--- src/rtl/rs_alu_pkg.sv ---
// rtl/rs_alu_pkg.sv - shared ALU/RV32 widths and per-entry control bundle for the ALU reservation station
package rs_alu_pkg;

  localparam int ALU_OP_SEL_W    = 4;
  localparam int ALU_SRC1_SEL_W  = 2;
  localparam int ALU_SRC2_SEL_W  = 2;
  localparam int RV32_DATA_WIDTH = 32;
  localparam int RV32_PC_WIDTH   = 32;
  localparam int ROB_TAG_WIDTH   = 4;

  // Fields that ride along with the op untouched from dispatch to issue
  typedef struct packed {
    logic [ALU_OP_SEL_W-1:0]    op_sel;
    logic [ALU_SRC1_SEL_W-1:0]  src1_sel;
    logic [ALU_SRC2_SEL_W-1:0]  src2_sel;
    logic [RV32_PC_WIDTH-1:0]   pc;
    logic [RV32_DATA_WIDTH-1:0] imm;
  } rs_ctl_t;

endpackage

--- src/rtl/rs_alu_if.sv ---
// rtl/rs_alu_if.sv - dispatch, CDB, flush and issue signals of the ALU reservation station
interface rs_alu_if
  import rs_alu_pkg::*;
#(
  parameter int TAG_W = ROB_TAG_WIDTH
) ();

  logic                       i_dp_vld;
  logic                       o_dp_rdy;
  logic [ALU_OP_SEL_W-1:0]    i_dp_op_sel;
  logic [ALU_SRC1_SEL_W-1:0]  i_dp_src1_sel;
  logic [ALU_SRC2_SEL_W-1:0]  i_dp_src2_sel;
  logic [RV32_DATA_WIDTH-1:0] i_dp_rs1;
  logic [RV32_DATA_WIDTH-1:0] i_dp_rs2;
  logic                       i_dp_rs1_vld;
  logic                       i_dp_rs2_vld;
  logic [TAG_W-1:0]           i_dp_rs1_tag;
  logic [TAG_W-1:0]           i_dp_rs2_tag;
  logic [RV32_PC_WIDTH-1:0]   i_dp_pc;
  logic [RV32_DATA_WIDTH-1:0] i_dp_imm;
  logic [TAG_W-1:0]           i_dp_tag;

  logic                       i_cdb_vld;
  logic [TAG_W-1:0]           i_cdb_tag;
  logic [RV32_DATA_WIDTH-1:0] i_cdb_data;

  logic                       i_kill;
  logic                       i_ex_accessable;

  logic                       o_is_vld;
  logic [ALU_OP_SEL_W-1:0]    o_is_op_sel;
  logic [ALU_SRC1_SEL_W-1:0]  o_is_src1_sel;
  logic [ALU_SRC2_SEL_W-1:0]  o_is_src2_sel;
  logic [RV32_DATA_WIDTH-1:0] o_is_rs1;
  logic [RV32_PC_WIDTH-1:0]   o_is_pc;
  logic [RV32_DATA_WIDTH-1:0] o_is_rs2;
  logic [RV32_DATA_WIDTH-1:0] o_is_imm;
  logic [TAG_W-1:0]           o_is_tag;

  modport master (
    output i_dp_vld, i_dp_op_sel, i_dp_src1_sel, i_dp_src2_sel,
           i_dp_rs1, i_dp_rs2, i_dp_rs1_vld, i_dp_rs2_vld,
           i_dp_rs1_tag, i_dp_rs2_tag, i_dp_pc, i_dp_imm, i_dp_tag,
           i_cdb_vld, i_cdb_tag, i_cdb_data, i_kill, i_ex_accessable,
    input  o_dp_rdy, o_is_vld, o_is_op_sel, o_is_src1_sel, o_is_src2_sel,
           o_is_rs1, o_is_pc, o_is_rs2, o_is_imm, o_is_tag
  );

  modport slave (
    input  i_dp_vld, i_dp_op_sel, i_dp_src1_sel, i_dp_src2_sel,
           i_dp_rs1, i_dp_rs2, i_dp_rs1_vld, i_dp_rs2_vld,
           i_dp_rs1_tag, i_dp_rs2_tag, i_dp_pc, i_dp_imm, i_dp_tag,
           i_cdb_vld, i_cdb_tag, i_cdb_data, i_kill, i_ex_accessable,
    output o_dp_rdy, o_is_vld, o_is_op_sel, o_is_src1_sel, o_is_src2_sel,
           o_is_rs1, o_is_pc, o_is_rs2, o_is_imm, o_is_tag
  );

endinterface

--- src/rtl/rs_alu_sel.sv ---
// rtl/rs_alu_sel.sv - lowest-index priority picker: one-hot grant plus any-grant flag
module rs_alu_sel #(
  parameter int N = 4
) (
  input  logic [N-1:0] req,
  output logic [N-1:0] gnt,
  output logic         any
);

  // Two's-complement trick isolates the lowest set bit
  assign gnt = req & (~req + N'(1));
  assign any = |req;

endmodule

--- src/rtl/rs_alu.sv ---
// rtl/rs_alu.sv - reservation station feeding the single-cycle ALU; RS_WAKEUP_BYPASS_EN enables same-cycle CDB-to-issue
module rs_alu
  import rs_alu_pkg::*;
#(
  parameter int DEPTH = 4,
  parameter int TAG_W = ROB_TAG_WIDTH
) (
  input logic        clk,
  input logic        rst,
  rs_alu_if.slave    bus
);

  logic [DEPTH-1:0]           busy;
  logic [DEPTH-1:0]           rs1_vld;
  logic [DEPTH-1:0]           rs2_vld;
  rs_ctl_t                    ctl     [DEPTH];
  logic [TAG_W-1:0]           tag_q   [DEPTH];
  logic [TAG_W-1:0]           rs1_tag [DEPTH];
  logic [TAG_W-1:0]           rs2_tag [DEPTH];
  logic [RV32_DATA_WIDTH-1:0] rs1_q   [DEPTH];
  logic [RV32_DATA_WIDTH-1:0] rs2_q   [DEPTH];

  logic [DEPTH-1:0] rs1_hit, rs2_hit, rs1_ok, rs2_ok, ready;
  logic [DEPTH-1:0] free_gnt, is_gnt, issue_clr;
  logic             free_any, is_any, is_vld, dp_we;

  always_comb begin
    for (int i = 0; i < DEPTH; i++) begin
      rs1_hit[i] = bus.i_cdb_vld & ~rs1_vld[i] & (rs1_tag[i] == bus.i_cdb_tag);
      rs2_hit[i] = bus.i_cdb_vld & ~rs2_vld[i] & (rs2_tag[i] == bus.i_cdb_tag);
    end
  end

`ifdef RS_WAKEUP_BYPASS_EN
  assign rs1_ok = rs1_vld | rs1_hit;
  assign rs2_ok = rs2_vld | rs2_hit;
`else
  assign rs1_ok = rs1_vld;
  assign rs2_ok = rs2_vld;
`endif

  assign ready = busy & rs1_ok & rs2_ok;

  rs_alu_sel #(.N(DEPTH)) u_free_sel (
    .req (~busy),
    .gnt (free_gnt),
    .any (free_any)
  );

  rs_alu_sel #(.N(DEPTH)) u_rdy_sel (
    .req (ready),
    .gnt (is_gnt),
    .any (is_any)
  );

  assign dp_we     = bus.i_dp_vld & free_any;
  assign is_vld    = is_any & bus.i_ex_accessable;
  assign issue_clr = is_gnt & {DEPTH{is_vld}};

  // Dispatch-time capture of a result broadcast in the same cycle
  rs_ctl_t                    dp_ctl;
  logic                       dp_rs1_cap, dp_rs2_cap;
  logic [RV32_DATA_WIDTH-1:0] dp_rs1, dp_rs2;

  always_comb begin
    dp_ctl.op_sel   = bus.i_dp_op_sel;
    dp_ctl.src1_sel = bus.i_dp_src1_sel;
    dp_ctl.src2_sel = bus.i_dp_src2_sel;
    dp_ctl.pc       = bus.i_dp_pc;
    dp_ctl.imm      = bus.i_dp_imm;
    dp_rs1_cap = ~bus.i_dp_rs1_vld & bus.i_cdb_vld & (bus.i_dp_rs1_tag == bus.i_cdb_tag);
    dp_rs2_cap = ~bus.i_dp_rs2_vld & bus.i_cdb_vld & (bus.i_dp_rs2_tag == bus.i_cdb_tag);
    dp_rs1     = dp_rs1_cap ? bus.i_cdb_data : bus.i_dp_rs1;
    dp_rs2     = dp_rs2_cap ? bus.i_cdb_data : bus.i_dp_rs2;
  end

  always_ff @(posedge clk) begin
    if (rst) begin
      busy <= '0;
    end else if (bus.i_kill) begin
      busy <= '0;
    end else begin
      for (int i = 0; i < DEPTH; i++) begin
        if (busy[i] && rs1_hit[i]) begin
          rs1_q[i]   <= bus.i_cdb_data;
          rs1_vld[i] <= 1'b1;
        end
        if (busy[i] && rs2_hit[i]) begin
          rs2_q[i]   <= bus.i_cdb_data;
          rs2_vld[i] <= 1'b1;
        end
        if (issue_clr[i]) begin
          busy[i] <= 1'b0;
        end
        // A free slot is never busy, so this cannot collide with wakeup or issue
        if (dp_we && free_gnt[i]) begin
          busy[i]    <= 1'b1;
          ctl[i]     <= dp_ctl;
          tag_q[i]   <= bus.i_dp_tag;
          rs1_q[i]   <= dp_rs1;
          rs1_vld[i] <= bus.i_dp_rs1_vld | dp_rs1_cap;
          rs1_tag[i] <= bus.i_dp_rs1_tag;
          rs2_q[i]   <= dp_rs2;
          rs2_vld[i] <= bus.i_dp_rs2_vld | dp_rs2_cap;
          rs2_tag[i] <= bus.i_dp_rs2_tag;
        end
      end
    end
  end

  // One-hot AND-OR style mux; outputs are zero when nothing is ready
  rs_ctl_t                    is_ctl;
  logic [TAG_W-1:0]           is_tag;
  logic [RV32_DATA_WIDTH-1:0] is_rs1, is_rs2;

  always_comb begin
    is_ctl = '0;
    is_tag = '0;
    is_rs1 = '0;
    is_rs2 = '0;
    for (int i = 0; i < DEPTH; i++) begin
      if (is_gnt[i]) begin
        is_ctl = ctl[i];
        is_tag = tag_q[i];
        is_rs1 = rs1_q[i];
        is_rs2 = rs2_q[i];
`ifdef RS_WAKEUP_BYPASS_EN
        if (rs1_hit[i]) is_rs1 = bus.i_cdb_data;
        if (rs2_hit[i]) is_rs2 = bus.i_cdb_data;
`endif
      end
    end
  end

  assign bus.o_dp_rdy      = free_any;
  assign bus.o_is_vld      = is_vld;
  assign bus.o_is_op_sel   = is_ctl.op_sel;
  assign bus.o_is_src1_sel = is_ctl.src1_sel;
  assign bus.o_is_src2_sel = is_ctl.src2_sel;
  assign bus.o_is_pc       = is_ctl.pc;
  assign bus.o_is_imm      = is_ctl.imm;
  assign bus.o_is_rs1      = is_rs1;
  assign bus.o_is_rs2      = is_rs2;
  assign bus.o_is_tag      = is_tag;

endmodule
--- src/flat_wrapper.sv ---
// flat-port wrapper written by rule: the top's interface ports become plain ports
module rs_alu_flat import rs_alu_pkg::*;
#(
  parameter int DEPTH = 4,
  parameter int TAG_W = ROB_TAG_WIDTH
)
  (clk, rst, bus_i_dp_vld, bus_i_dp_op_sel, bus_i_dp_src1_sel, bus_i_dp_src2_sel, bus_i_dp_rs1, bus_i_dp_rs2, bus_i_dp_rs1_vld, bus_i_dp_rs2_vld, bus_i_dp_rs1_tag, bus_i_dp_rs2_tag, bus_i_dp_pc, bus_i_dp_imm, bus_i_dp_tag, bus_i_cdb_vld, bus_i_cdb_tag, bus_i_cdb_data, bus_i_kill, bus_i_ex_accessable, bus_o_dp_rdy, bus_o_is_vld, bus_o_is_op_sel, bus_o_is_src1_sel, bus_o_is_src2_sel, bus_o_is_rs1, bus_o_is_pc, bus_o_is_rs2, bus_o_is_imm, bus_o_is_tag);
  rs_alu_if #(.TAG_W(TAG_W)) bus_i ();
  input logic clk;
  input logic rst;
  input wire logic [$bits(bus_i.i_dp_vld)-1:0] bus_i_dp_vld;
  input wire logic [$bits(bus_i.i_dp_op_sel)-1:0] bus_i_dp_op_sel;
  input wire logic [$bits(bus_i.i_dp_src1_sel)-1:0] bus_i_dp_src1_sel;
  input wire logic [$bits(bus_i.i_dp_src2_sel)-1:0] bus_i_dp_src2_sel;
  input wire logic [$bits(bus_i.i_dp_rs1)-1:0] bus_i_dp_rs1;
  input wire logic [$bits(bus_i.i_dp_rs2)-1:0] bus_i_dp_rs2;
  input wire logic [$bits(bus_i.i_dp_rs1_vld)-1:0] bus_i_dp_rs1_vld;
  input wire logic [$bits(bus_i.i_dp_rs2_vld)-1:0] bus_i_dp_rs2_vld;
  input wire logic [$bits(bus_i.i_dp_rs1_tag)-1:0] bus_i_dp_rs1_tag;
  input wire logic [$bits(bus_i.i_dp_rs2_tag)-1:0] bus_i_dp_rs2_tag;
  input wire logic [$bits(bus_i.i_dp_pc)-1:0] bus_i_dp_pc;
  input wire logic [$bits(bus_i.i_dp_imm)-1:0] bus_i_dp_imm;
  input wire logic [$bits(bus_i.i_dp_tag)-1:0] bus_i_dp_tag;
  input wire logic [$bits(bus_i.i_cdb_vld)-1:0] bus_i_cdb_vld;
  input wire logic [$bits(bus_i.i_cdb_tag)-1:0] bus_i_cdb_tag;
  input wire logic [$bits(bus_i.i_cdb_data)-1:0] bus_i_cdb_data;
  input wire logic [$bits(bus_i.i_kill)-1:0] bus_i_kill;
  input wire logic [$bits(bus_i.i_ex_accessable)-1:0] bus_i_ex_accessable;
  output wire logic [$bits(bus_i.o_dp_rdy)-1:0] bus_o_dp_rdy;
  output wire logic [$bits(bus_i.o_is_vld)-1:0] bus_o_is_vld;
  output wire logic [$bits(bus_i.o_is_op_sel)-1:0] bus_o_is_op_sel;
  output wire logic [$bits(bus_i.o_is_src1_sel)-1:0] bus_o_is_src1_sel;
  output wire logic [$bits(bus_i.o_is_src2_sel)-1:0] bus_o_is_src2_sel;
  output wire logic [$bits(bus_i.o_is_rs1)-1:0] bus_o_is_rs1;
  output wire logic [$bits(bus_i.o_is_pc)-1:0] bus_o_is_pc;
  output wire logic [$bits(bus_i.o_is_rs2)-1:0] bus_o_is_rs2;
  output wire logic [$bits(bus_i.o_is_imm)-1:0] bus_o_is_imm;
  output wire logic [$bits(bus_i.o_is_tag)-1:0] bus_o_is_tag;
  assign bus_i.i_dp_vld = bus_i_dp_vld;
  assign bus_i.i_dp_op_sel = bus_i_dp_op_sel;
  assign bus_i.i_dp_src1_sel = bus_i_dp_src1_sel;
  assign bus_i.i_dp_src2_sel = bus_i_dp_src2_sel;
  assign bus_i.i_dp_rs1 = bus_i_dp_rs1;
  assign bus_i.i_dp_rs2 = bus_i_dp_rs2;
  assign bus_i.i_dp_rs1_vld = bus_i_dp_rs1_vld;
  assign bus_i.i_dp_rs2_vld = bus_i_dp_rs2_vld;
  assign bus_i.i_dp_rs1_tag = bus_i_dp_rs1_tag;
  assign bus_i.i_dp_rs2_tag = bus_i_dp_rs2_tag;
  assign bus_i.i_dp_pc = bus_i_dp_pc;
  assign bus_i.i_dp_imm = bus_i_dp_imm;
  assign bus_i.i_dp_tag = bus_i_dp_tag;
  assign bus_i.i_cdb_vld = bus_i_cdb_vld;
  assign bus_i.i_cdb_tag = bus_i_cdb_tag;
  assign bus_i.i_cdb_data = bus_i_cdb_data;
  assign bus_i.i_kill = bus_i_kill;
  assign bus_i.i_ex_accessable = bus_i_ex_accessable;
  assign bus_o_dp_rdy = bus_i.o_dp_rdy;
  assign bus_o_is_vld = bus_i.o_is_vld;
  assign bus_o_is_op_sel = bus_i.o_is_op_sel;
  assign bus_o_is_src1_sel = bus_i.o_is_src1_sel;
  assign bus_o_is_src2_sel = bus_i.o_is_src2_sel;
  assign bus_o_is_rs1 = bus_i.o_is_rs1;
  assign bus_o_is_pc = bus_i.o_is_pc;
  assign bus_o_is_rs2 = bus_i.o_is_rs2;
  assign bus_o_is_imm = bus_i.o_is_imm;
  assign bus_o_is_tag = bus_i.o_is_tag;
  rs_alu #(.DEPTH(DEPTH), .TAG_W(TAG_W)) u_core (.clk(clk), .rst(rst), .bus(bus_i));
endmodule
--- config.mk ---
export PLATFORM = sky130hd
export DESIGN_NAME = rs_alu_flat
export DESIGN_NICKNAME = d
export VERILOG_FILES = /design/src/rtl/rs_alu_pkg.sv /design/src/rtl/rs_alu_if.sv /design/src/rtl/rs_alu_sel.sv /design/src/rtl/rs_alu.sv /design/src/flat_wrapper.sv
export SDC_FILE = /design/constraint.sdc
export NUM_CORES = 1
export LEC_CHECK = 0
export CORE_MARGIN = 2
export CORE_UTILIZATION = 56
export CTS_CLUSTER_DIAMETER = 100
export DETAILED_ROUTE_END_ITERATION = 10
export PLACE_DENSITY_LB_ADDON = 0.05
export SLEW_MARGIN = 10
export SYNTH_ARGS = -nofsm -noshare
export SYNTH_HDL_FRONTEND = slang
export SYNTH_HIERARCHICAL = 1
export SYNTH_SLANG_ARGS = --single-unit
export TNS_END_PERCENT = 10
--- constraint.sdc ---
create_clock -name clk -period 8 [get_ports clk]
set_input_delay 2 -clock clk [delete_from_list [all_inputs] [get_ports clk]]
set_output_delay 2 -clock clk [all_outputs]
set_load 0.05 [all_outputs]
run_1/closeup.png
Region (98, 98) to (123, 123) um. Cells in grey, sequential cells in the stronger grey; small squares are vias.
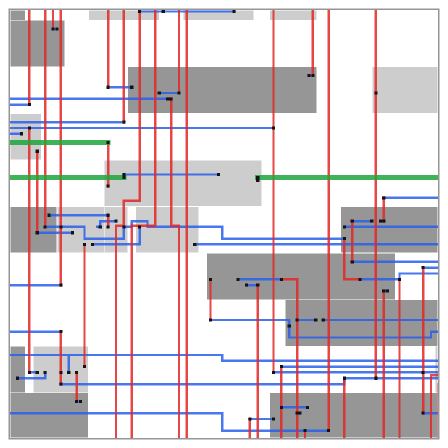
Key: red = M2; blue = M1; green = M3
12 logic cells have their middle in the window. Netlist names of flops here include u_core/ctl (4), u_core/rs1_q (1). Most frequent: edfxtp_1 (5). Sequential cells in the window: 5.

run_1/class_map.png
(1.5 px per um) Fill, decap, tap and diode cells in grey.
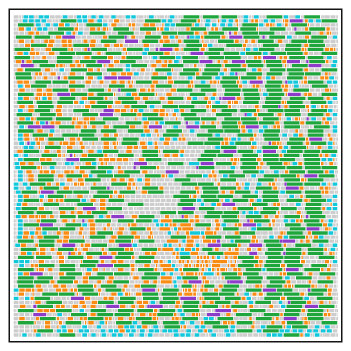
Key: cyan = remaining buffers and delay cells [cells 368, share of their area 12%]; purple = clock drivers and dummy loads [cells 105, share of their area 5.8%]; green = registers [cells 604, share of their area 58%]; orange = remaining logic cells [cells 955, share of their area 25%]
area of the core: 46460 um2
flop share of the area: 0.5637

run_1/util_map.png
(1 px per um) 22 x 22 tiles, from black (low) to pale yellow (high), 0 to 100% covered.
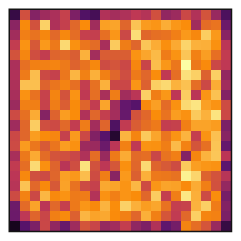
The fullest tile reaches 100%. 30% of the tiles are over 75% full. The mean over all tiles is 64%.
Initial Util: 0.5663
fin util: 0.6911

==> results.txt, run 1 <==
Results of an implementation run.

After technology mapping, the gate count stands at 1684. Once the clock tree was built, the setup fixing pass inserted 0 buffers. The clock sink total is 604. The global routing report lists combined usage of all routing layers as 0.2676. The count of final hold-check violations is 0.

The largest clock skew in the final design is 0.02163 ns. For this floorplan the total number of well-tap instances is 607. The top cell type by instance count after synthesis is sky130_fd_sc_hd__edfxtp_1. The first global-routing pass estimated 97380 um of wire. The synthesized area divided by synthesized cell count is 15.62 um2. The flow ran to the end, and the final reports show no timing, DRC or antenna violations. According to the cell report, the number of logic gates is 941. For the final routed database, the setup TNS stands at 0 ns. The iteration-0 DRC count of the detailed router is 1250.

TritonCTS built the clock tree. For this run, the register share of the synthesized area comes to 0.6879. The number of synthesis warnings is 6. The clock tree buffer count of the final layout is 74. The count of port buffers added during placement is 333. The count of warning messages emitted by the tools is 35. Entering global routing, the biggest net connects 195 pins. Counting along the longest clock path gives a buffer depth of 3. The final layout contains 2182 nets.

The reg2reg setup slack is 4.37 ns. In this build the clock could be raised as far as 162.2 MHz. The final clock period utilization by the worst path is 0.7707. The detailed-route vias per instance is 6.133. The final design instance area without fill is 32100 um2. The remaining global-route overflow is 0. Setup repair after global routing left no endpoint under its margin.

The post-placement cell area is 30270 um2. The registers reported with the highest flop counts are u_core/ctl (288), u_core/rs1_q (128), u_core/rs2_q (128). The count of standard-cell rows is 79. The data required time of the worst path is 6.00 ns. The area reported by Yosys stat is 26310 um2. The top layer reached by signal wires is met5. The met3 global-route usage is 0.04880.

The most frequently placed logic cell in the final layout is sky130_fd_sc_hd__edfxtp_1. The element type at the critical path end is an output port. The top cell class by occupied area is sequential cells. The final route contains 16240 vias. The synthesized flop and latch total is 604. The initial antenna violation count was 14. Per the GRT log, the top usage layer is met2.

The register name with the most flops is u_core/ctl. The final timing report derives a shortest allowable period of 6.166 ns. Routing resource usage on met2 recorded by global route was 0.4352. The net count after synthesis is 1876.

The clock network area share is 0.05659. The sequential standard cell area is 18100 um2. The timing report gives the clock slew at the launch and capture registers of the worst setup and hold paths as 0.06 ns. The maximum VDD drop is 0.1937 mV. Counting tap cells, the placed design contains a total of 2534 instances. Per the cell usage report, the commonest logic cells after layout are 600 x sky130_fd_sc_hd__edfxtp_1, 333 x sky130_fd_sc_hd__clkdlybuf4s50_1, 256 x sky130_fd_sc_hd__mux2_2, 145 x sky130_fd_sc_hd__nand2_1, 144 x sky130_fd_sc_hd__nor2b_1.

The mapped netlist covers 26310 um2. The maximum level of the CTS H-tree is 2. The number of flops mapped to enable cells by yosys is 600.

The number of failing setup endpoints in the final timing report is 0. Per the final report, the share of cell area in non-clock buffers is 0.1136. In the final layout, the fill cell count is 3215. 334 I/O pins were placed. The multi-input combinational area share is 0.2400. Yosys reported that registers with async set or reset make up 0. The area fraction of the largest cell type after synthesis is 0.6848. The slew at the pin closest to its max-slew limit is 1.024 ns. After synthesis, the most frequently instantiated cells are 600 x sky130_fd_sc_hd__edfxtp_1, 256 x sky130_fd_sc_hd__mux2_2, 146 x sky130_fd_sc_hd__nor2b_1. Detailed routing placed a total of 4402 um of wire on met3. In the Yosys stats the netlist draws on 34 distinct library cells. The post-synthesis cell type with the largest combined area is sky130_fd_sc_hd__edfxtp_1.

The area of the multi-input gates is 7705 um2. Summed over all layers, the routed wires come to 65980 um. The design has 604 sequential cells. The master cell of the clock root buffer is sky130_fd_sc_hd__clkbuf_16.

The synthesis report lists the most area-consuming cells as sky130_fd_sc_hd__edfxtp_1 68%, sky130_fd_sc_hd__mux2_2 11%, sky130_fd_sc_hd__a221oi_1 4.6%.
## run 1: worst paths after layout
check	endpoint	from	cells past startpoint
setup / recovery	bus_o_is_rs2[30]	u_core/rs1_ok[0]	6
hold / removal	u_core/busy[3]	u_core/busy[3]	3
setup reg to reg	u_core/ctl[0][28]	u_core/busy[1]	6
hold reg to reg	u_core/busy[3]	u_core/busy[3]	3
## run 1: worst max-delay path: stages, from the launching register on
cell                              delay [ns]
sky130_fd_sc_hd__edfxtp_1               0.44
sky130_fd_sc_hd__and3_1                 0.32
sky130_fd_sc_hd__nor3b_2                0.35
sky130_fd_sc_hd__buf_4                  0.79
sky130_fd_sc_hd__a221oi_1               0.10
sky130_fd_sc_hd__o31ai_1                0.54
sky130_fd_sc_hd__clkdlybuf4s50_1        0.92
## run 1: logic make-up (layout without fill, tap and decap cells)
group	after synthesis	in the layout	share of synthesized area
AND/OR/NAND/NOR	334	334	0.06534
AND-OR/OR-AND	317	317	0.09830
other	0	9	0
flip-flops	604	604	0.6879
XOR/XNOR	34	34	0.01132
multiplexers	256	256	0.1096
buffers and inverters	139	487	0.02758
## run 1: where the power goes
group	internal [W]	leakage [nW]	switching [W]	total (W)
clock	0.00146	0.880	0.00116	0.00262
combinational	0.000166	3.55	0.000159	0.000326
sequential	0.00352	5.47	0.00000786	0.00352
## run 1: through the flow
| step | setup WS [ns] | hold slack [ns] | utilization | total power (W) |
|---|---|---|---|---|
| finish | 1.834 | 0.6085 | 0.6911 | 0.006468 |
| global route | 1.726 | 0.6486 | 0.6910 | 0.006661 |
| CTS | 1.867 | 0.6056 | 0.6906 | 0.006513 |
| detailed placement | 2.479 | 0.5954 | 0.6515 | 0.003914 |
| floorplan | 1.581 | 0.5319 | - | 0.003729 |
| global placement | 2.473 | 0.5932 | 0.6515 | 0.003904 |
run_1/clock_wires.png
(2 px per um)
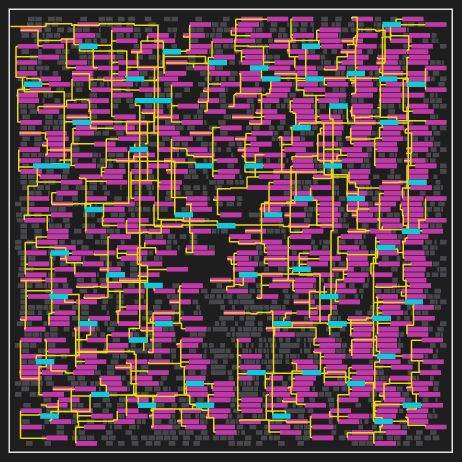

==> run 2: changes to the inputs <==
- CORE_UTILIZATION: 56 -> 50
- clock period: 8 -> 5.6 ns (I/O delays scaled with it)
run_2/clock_wires.png
(2 px per um)
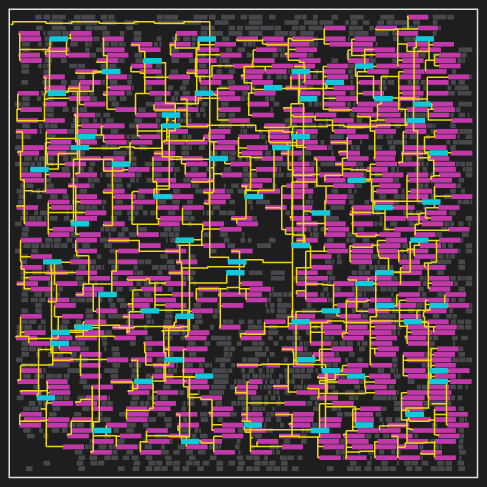
Key: magenta = flip-flops [count 604]; cyan = clock-net drivers [count 66]; yellow = clock wires [length 7120 um]
There are 67 routed clock nets.
Final Skew: 0.01396 ns
total clock network power: 0.00419 W
clock network fraction of design power: 0.432
clk_lat worst skew: 0.59 ns

==> run 2 against run 1 <==
Effect of this change:
- register-to-register slack worse by 2.0 ns
- combinational power is 47% higher
- wire length is 0.42% higher
- via count is 1.4% lower
- non-clock buffer count is 8 higher
- setup slack worse by 1.3 ns
- final cell count is 3.7% higher
- area after synthesis stayed put
- critical path type unchanged
==> results.txt, run 2 <==
Results of an implementation run.

The post-route worst hold slack is 0.5845 ns. Looking at the post-CTS report, the setup buffer insertion count equals 0. The register with the most flip-flops in the layout has 288 of them. The filler cell count in the final layout is 3940.

The maximum level of the CTS H-tree is 3. Per the layout area report, the sequential fraction of cell area is 0.5455. The total DRC errors in the routed layout is 0. The die span in y is 233.4 um.

Per the synthesis report, the adder-cell share of the synthesized area is 0. The count of warning messages emitted by the tools is 36. The peak fanout along the critical path is 60. The number of failing setup endpoints in the final timing report is 0. The area reported by Yosys stat is 26310 um2. Nets still carrying antenna violations after routing amount to 0. The type of the worst min-delay path is reg -> reg. Per the layout area report, the combinational fraction of cell area is 0.2326. The iteration-0 DRC count of the detailed router is 1038. Dividing the detail-routed wire length by the instance count gives 24.12 um. Of the combinational cells, the family taking the most area is multiplexers. The synthesized instance count is 1684. Non-clock inverters in the final layout number 14. The largest registers in the layout are u_core/ctl (288), u_core/rs1_q (128), u_core/rs2_q (128). The synthesis run shows the most used standard cells to be 600 x sky130_fd_sc_hd__edfxtp_1, 256 x sky130_fd_sc_hd__mux2_2, 146 x sky130_fd_sc_hd__nor2b_1. The critical path endpoint has a required time of 4.20 ns.

The share of cells above drive strength 1 is 0.2356. The number of tap cells added at floorplan is 688. The synthesized flop and latch total is 604. The net count after synthesis is 1876. The region available for standard cell placement spans 52340 um2.

Per the post-CTS timing run, clock transition at the registers of the reported paths is 0.05 ns. The count of inserted antenna diode cells is 5. The cell-mix breakdown from Yosys lists the simple-gate area share as 0.06534. The proportion of synthesized chip area in sequential cells is 0.6879.

The area added between synthesis and finish is 26.09%. Entering global routing, the biggest net connects 121 pins. The element type at the critical path end is an output port. The leakage power figure is 10.42 nW.

The number of I/O pins is 334. Port buffering added 333 buffers. Summed over all layers, the routed wires come to 66260 um. The total count of max-transition violations in the final report is 0. The area of the multi-input gates is 7716 um2.

The number of maximum-capacitance violations recorded for the run is 0. Of all cell types, the one taking the most synthesized area is sky130_fd_sc_hd__edfxtp_1. In the final design database the tool counted 2195 nets. The design has 604 sequential cells. Across the whole layout, storage elements account for 18100 um2. The count of standard-cell rows is 84. At the pin with the least slew margin, the transition time is 0.9976 ns.

The most frequently used flop master after synthesis is sky130_fd_sc_hd__edfxtp_1. The register with the most flip-flops in the final layout is u_core/ctl. The fraction of the core area occupied by cells at floorplan is 0.5027. The portion of the layout cell area used by non-clock buffers is 0.1309. The flow reports an fmax of 195.8 MHz. The run finished with clean final reports. In the finished design, the share of the clock period the worst path needs comes to 0.9121.

The launch point of the worst path is u_core/rs1_ok[0]. The clock tree buffer count of the final layout is 86. The global routing report lists combined usage of all routing layers as 0.2430. The number of global-route vias before repair is 16080. The number of gates given a new drive strength after cts is 0.

The synthesis report lists the Yosys warning total as 6. The maximum VDD drop is 0.2076 mV. The post-CTS hold buffer count recorded in the log is 0. Ranking logic cells in the layout by count gives the top entries 600 x sky130_fd_sc_hd__edfxtp_1, 268 x sky130_fd_sc_hd__clkdlybuf4s50_1, 256 x sky130_fd_sc_hd__mux2_2, 145 x sky130_fd_sc_hd__nand2_1, 144 x sky130_fd_sc_hd__nor2b_1.

The count of placed standard cells including taps is 2623. The count of final hold-check violations is 0. The arrival time of the worst setup path is 3.71 ns. The final layout reports a setup TNS of 0 ns. CTS placed an instance of sky130_fd_sc_hd__clkbuf_16 at the clock tree root. The share of synthesized area in the top cell type comes to 0.6848. The first global-routing pass estimated 98460 um of wire. STA classifies the critical path startpoint as a register. In the Yosys report the total cell count is 1684. The compound-cell area share of the yosys netlist is 0.09830. The remaining global-route overflow is 0.

Per the detail_route report, the via count comes to 16010. The tightest slew margin relative to the limit is 0.3301. The distinct cell type count of the synthesized netlist is 34. The die footprint is 54470 um2.

The top cell type by instance count after synthesis is sky130_fd_sc_hd__edfxtp_1. The final report lists a non-filler cell total of 2747. The detailed placer's ending HPWL is 38270 um. The placement summary gives the final routability congestion estimate as 0.8278. The post-synthesis mux area share is 0.1096. The initial antenna violation count came to 10. The clock tree from TritonCTS is done. The cell area after synthesis is 26310 um2.

The post-placement cell area is 31080 um2. Yosys attributes the largest share of cell area to sky130_fd_sc_hd__edfxtp_1 68%, sky130_fd_sc_hd__mux2_2 11%, sky130_fd_sc_hd__a221oi_1 4.6%. The biggest slice of the area belongs to sequential cells. According to the report, the first pass of detailed routing completed in 5 iterations. The number of buffers created by CTS is 66. The time the worst path needs with I/O delays and setup is 5.108 ns. In this run the mean area of a mapped cell was 15.62 um2. Setup repair after global routing left no endpoint under its margin. Power spread over the standard cell area amounts to 292.3 nW/um2. The layout has 376 buffers outside the clock class. The critical hold path startpoint is u_core/busy[3]. In the layout the tool counted multi-input logic cells amounting to 941. The most frequently placed logic cell in the final layout is sky130_fd_sc_hd__edfxtp_1. The category of the critical setup timing path is reg -> out.

In this run, the synthesized area fraction spent on xor and xnor cells is recorded as 0.01132. After detailed routing, the number of vias per cell comes to 5.827. The number of buffers between clock root and the deepest sink is 3. The async set or reset register ratio after synthesis is 0. The final design instance area without fill is 33170 um2.

The startpoint of the lowest-slack register-to-register path is u_core/busy[0]. The clock sink total is 604. Yosys mapped a number of flops with a built-in enable equal to 600. The overall die width is 233.4 um. Of all the cell area in the finished design, the clock network holds 0.06287.
run_2/closeup.png
Region (104, 104) to (129, 129) um. Cells in grey, sequential cells in the stronger grey; small squares are vias.
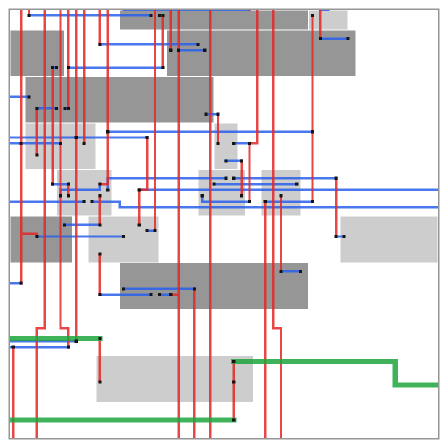
Key: blue = M1; red = M2; green = M3
Most frequent: edfxtp_1 (3), mux2_2 (2). Sequential cells in the window: 3. Netlist names of flops here include u_core/rs2_q (3). 11 logic cells have their middle in the window.

[run 2: cell counts after synthesis]
Identical to the previous run, type by type.
[run 2: where the power goes]
| group | switching, W | leakage [nW] | internal, W |
|---|---|---|---|
| clock network | 0.00169 | 1.03 | 0.00250 |
| registers | 0.0000111 | 5.47 | 0.00502 |
| logic | 0.000231 | 3.92 | 0.000247 |
[run 2: kinds of logic after synthesis]
group / count (synthesis)
and+or+nand+nor: 334
xor gates and xnor gates: 34
AOI/OAI and AO/OA: 317
muxes: 256
DFF: 604
buffers and inverters: 139
[run 2: path summary, 6_finish.rpt]
path / end / slack (ns) / cells after the start
setup / recovery: bus_o_is_op_sel[1] / 0.49 / 6
hold / removal: u_core/busy[3] / 0.58 / 3
setup reg to reg: u_core/tag_q[0][2] / 2.34 / 6
hold reg to reg: u_core/busy[3] / 0.58 / 3
[run 2: per-stage QoR]
stage	power, W	setup WS (ns)	util
4_1_cts	0.009799	0.4554	0.6336
5_1_grt	0.01001	0.2893	0.6337
2_1_floorplan	0.005328	-0.2190	-
3_3_place_gp	0.005594	1.107	0.5937
3_5_place_dp	0.005607	1.096	0.5937
6_report	0.009697	0.4924	0.6338
[run 2: worst max-delay path, cell delays in order (launching register included)]
cell                              delay [ns]
sky130_fd_sc_hd__edfxtp_1               0.44
sky130_fd_sc_hd__and3_1                 0.31
sky130_fd_sc_hd__nor2b_4                0.22
sky130_fd_sc_hd__buf_4                  0.64
sky130_fd_sc_hd__a221oi_1               0.21
sky130_fd_sc_hd__o31ai_1                0.37
sky130_fd_sc_hd__clkdlybuf4s50_1        0.88
[run 2: routing by layer]
metal,wire [um],global-route usage,up-vias
li1,-,-,7349
met1,27470,0.3127,8114
met2,32660,0.4017,424
met3,4463,0.06543,105
met4,1584,0.07793,14
met5,89,0,-
No activity file was given, so power comes from the tool's default toggle rates.
